==> config.mk <==
export PLATFORM = sky130hd
export DESIGN_NAME = sct_sequencer
export DESIGN_NICKNAME = d
export VERILOG_FILES = /design/src/rtl/sct_sequencer.sv
export SDC_FILE = /design/constraint.sdc
export NUM_CORES = 1
export LEC_CHECK = 0
export CAP_MARGIN = 25
export CORE_AREA = 2 2 54 56
export DETAILED_ROUTE_END_ITERATION = 10
export DIE_AREA = 0 0 56 58
export DONT_BUFFER_PORTS = 1
export SYNTH_ARGS = -nofsm -noshare
export SYNTH_HDL_FRONTEND = slang
export SYNTH_SLANG_ARGS = --single-unit
==> constraint.sdc <==
create_clock -name clk -period 2 [get_ports clk]
set_input_delay 0.3 -clock clk [delete_from_list [all_inputs] [get_ports clk]]
set_output_delay 0.3 -clock clk [all_outputs]
set_load 0.01 [all_outputs]
==> images/registers.png <==
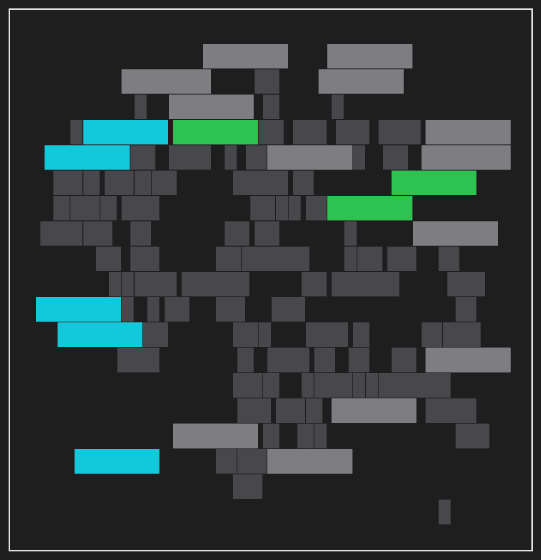
`state`: in green, flops 3. `digit`: in cyan, flops 5.
Another 13 sequential cells are not colored.
final core occ: 47.6%
Reg area: 528 um2

==> images/gate_families.png <==
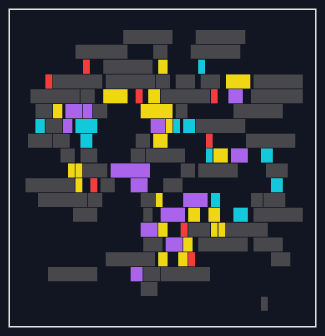
NOR gates: in yellow, cells 21, most used nor2_1. NAND gates: in cyan, cells 11, most used nand2b_1. inverters: in red, cells 8, most used inv_1. inverting AOI/OAI gates: in purple, cells 13.
Finished Layout Cells: 141
Top cell excl fill/tap: dfrtp_1

==> images/final_clocks.png <==
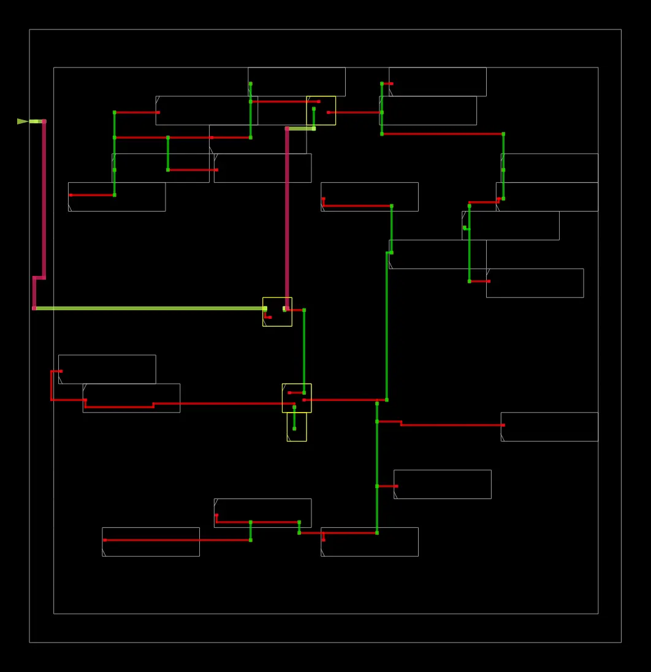
CTS sink count: 21
cts bufs inserted: 3
flop count: 21
Power Clock: 0.211 mW
clk_skew: 13.4 ps

==> GITHUB_STEP_SUMMARY <==
## PnR job results

| Metric | Value |
|---|---|
| Status | complete, no violations |
| CTS clk-pin slew, worst paths | between 100 and 150 ps |
| Total grt overflow | 0 |
| Chip Width | ~56 um |
| VDD IR-drop max | around 0.35 mV |
| Sequential power share | 63.5% |
| GRT met1 Usage | 18.7% |
| WL/cell | between 15 and 20 um |
| Top cells by count | 19 x dfrtp_1, 7 x nor2_1, 6 x inv_1, 6 x nor3_1, 4 x nand2b_1 |
| Final Hold Fails | 0 |
| Pwr/cell area | approximately 540 nW/um2 |
| Pleak | approximately 0.53 nW |
| Final setup TNS | 0 ps |
| Pint | roughly 0.52 mW |
| Peak fanout along the critical path | 9 |
| Worst EP required | 2180 ps |
| Biggest area cells | dfrtp_1 41%, dfstp_2 4.6%, nor3_1 2.6% |
| Max cap viols | 0 |
| M3 GR Usage | 2.68% |
| Vias per cell | a little under 6 |
| Number of global-route vias before repair | 756 |
| Share of post-route cells with drive strength above 1 | 28.2% |
| Crit. path cell count | 5 |
| M1 wire length | approximately 970 um |
| Setup crit end kind | register |
| DP HPWL | around 1600 um |
| Comb pwr share | 5.6% |
| Syn_nets | roughly 110 |
| Diode count | 0 |
| Final setup viols | 0 |
| Largest register FFs | 5 |
| Mux area share | a little under 2% |
| Area grow syn2layout | 10.1% |
| Placed Instances | approximately 140 |
| GPL Wtd Cong | 0.758 |
| Post-Route WL | about 2200 um |
| Max-slew violations | 0 |
| RSZ-0062 raised after global routing | false |
| Largest net degree at the start of global routing | 22 |
| Psw | roughly 0.16 mW |
| OpenROAD warning count | 27 |
| Distinct lib cells used | between 40 and 50 |
| Initial antenna violation count | 0 |
| Adder Area Share | under 10% |
| DRT Pass-1 Iters | 4 |
| Mapped Area | about 1200 um2 |
| GR Util All Layers | 14.4% |
| Power share of the clock group | just over 30% |
| Fp_density | 43.2% |
| Post-place setup slack | around 150 ps |
| Synth area leader | dfrtp_1 |
| # rows | 19 |
| Yosys aoi share | a little over a fifth |
| Port Buffers | 0 |
| Die Ht | between 50 and 60 um |
| Buffers plus inverters on the worst setup path | 0 |
| Flop2flop setup slack | between 200 and 250 ps |
| Post-cts sizing count | 0 |
| Setup crit start kind | register |
| Maximum clock insertion buffer count | 2 |
| DRT iter0 DRCs | 25 |
| Worst Setup Slack, final | between 200 and 250 ps |
| Main flop type | dfrtp_1 |
| Ys Warns | 0 |
| WHS | between 100 and 150 ps |
| R2R depth | 5 |
| DR WL met3 | around 97 um |
| DR WL met2 | ~1100 um |
| Final Cell Area | between 1000 and 1500 um2 |
| Dominant comb cell | simple AND/OR/NAND/NOR gates |
| Post-Syn Area per Cell | 11.5 um2 |
| Yosys cell count | approximately 100 |
| Nets | ~120 |
| Delay-heaviest family, CP | AND-OR/OR-AND gates |
| Synth top cell by count | dfrtp_1 |
| Area reported by Yosys stat | between 1000 and 1500 um2 |
| CTS root buffer | clkbuf_4 |
| First-pass GRT wire length | 3570 um |
| Hold buffer count at cts | 1 |
| Max frequency | ~560 MHz |
| Dpl cell area | between 1000 and 1500 um2 |
| Post-route ant nets | 0 |
| CP Class | register to register |
| Critical Path Max Stage Delay | 410 ps |
| Total Power | 0.681 mW |
| Vias | between 800 and 900 |
| Area of the core | around 2700 um2 |
| Worst endpoint data arrival time | a little under 2000 ps |
| Final worst-path cycle share | between 80% and 90% |
| DRC Markers | 0 |
| CTS tree | built |
| I/O pin cnt | 21 |
| H-tree lvl count | 1 |
| Slowest-stage cell, CP | dfrtp_1 |
| Cell Chain, Critical Path | ha_1, and4bb_2, o2111a_4, o31ai_1, nor3_1 |
| Die area | between 3000 and 4000 um2 |
| Minimum clock period | ~1800 ps |
| Ys async rst share | 100% |
| HP Class | input port to register |
| Postcts setup bufs | 0 |
| Synth Area in XOR/XNOR | under 10% |
| Seq share, synth | a little under half |
| Post-synth top area share | ~41% |
| Clock Latency Late Sink | 310 ps |
| Yosys simple share | a little over a fifth |
| Sw frac | a little under a quarter |
| M2 GR Usage | between 20% and 30% |
| FF+latch count, synth | 21 |
| Post-synth EDFFs | 0 |
| Post-Synthesis Cells | 100 |
| Highest routed layer | met4 |
| WHS Path Cells | 1 |
| GRT busiest layer | met2 |
-- placed cells by master (no fill, tap or decap), types with 3 or more instances in the layout --
cell type / count
dfrtp_1: 19
buf_4: 8
nor2_1: 7
inv_1: 6
nor3_1: 6
nand2b_1: 4
nand2_1: 3
nor2b_1: 3
clkbuf_4: 3
-- power groups by stage --
stage | sequential (mW) | clock (mW) | combinational (mW)
after global routing | 0.433 | 0.235 | 0.0420
after detailed placement | 0.440 | 0 | 0.0257
after floorplan | 0.439 | 0 | 0.0246
final | 0.432 | 0.211 | 0.0381
after CTS | 0.432 | 0.220 | 0.0357
after global placement | 0.440 | 0 | 0.0252
-- layout make-up --
cell class	count	area, um2
clock buffer	3	22.5
clock inverter	1	5.00
fill	250	1400
inverter	8	30.0
multi-input combinational	67	558
sequential	21	528
tap	31	38.8
timing repair buffer	10	85.1
No activity file was given, so power comes from the tool's default toggle rates.
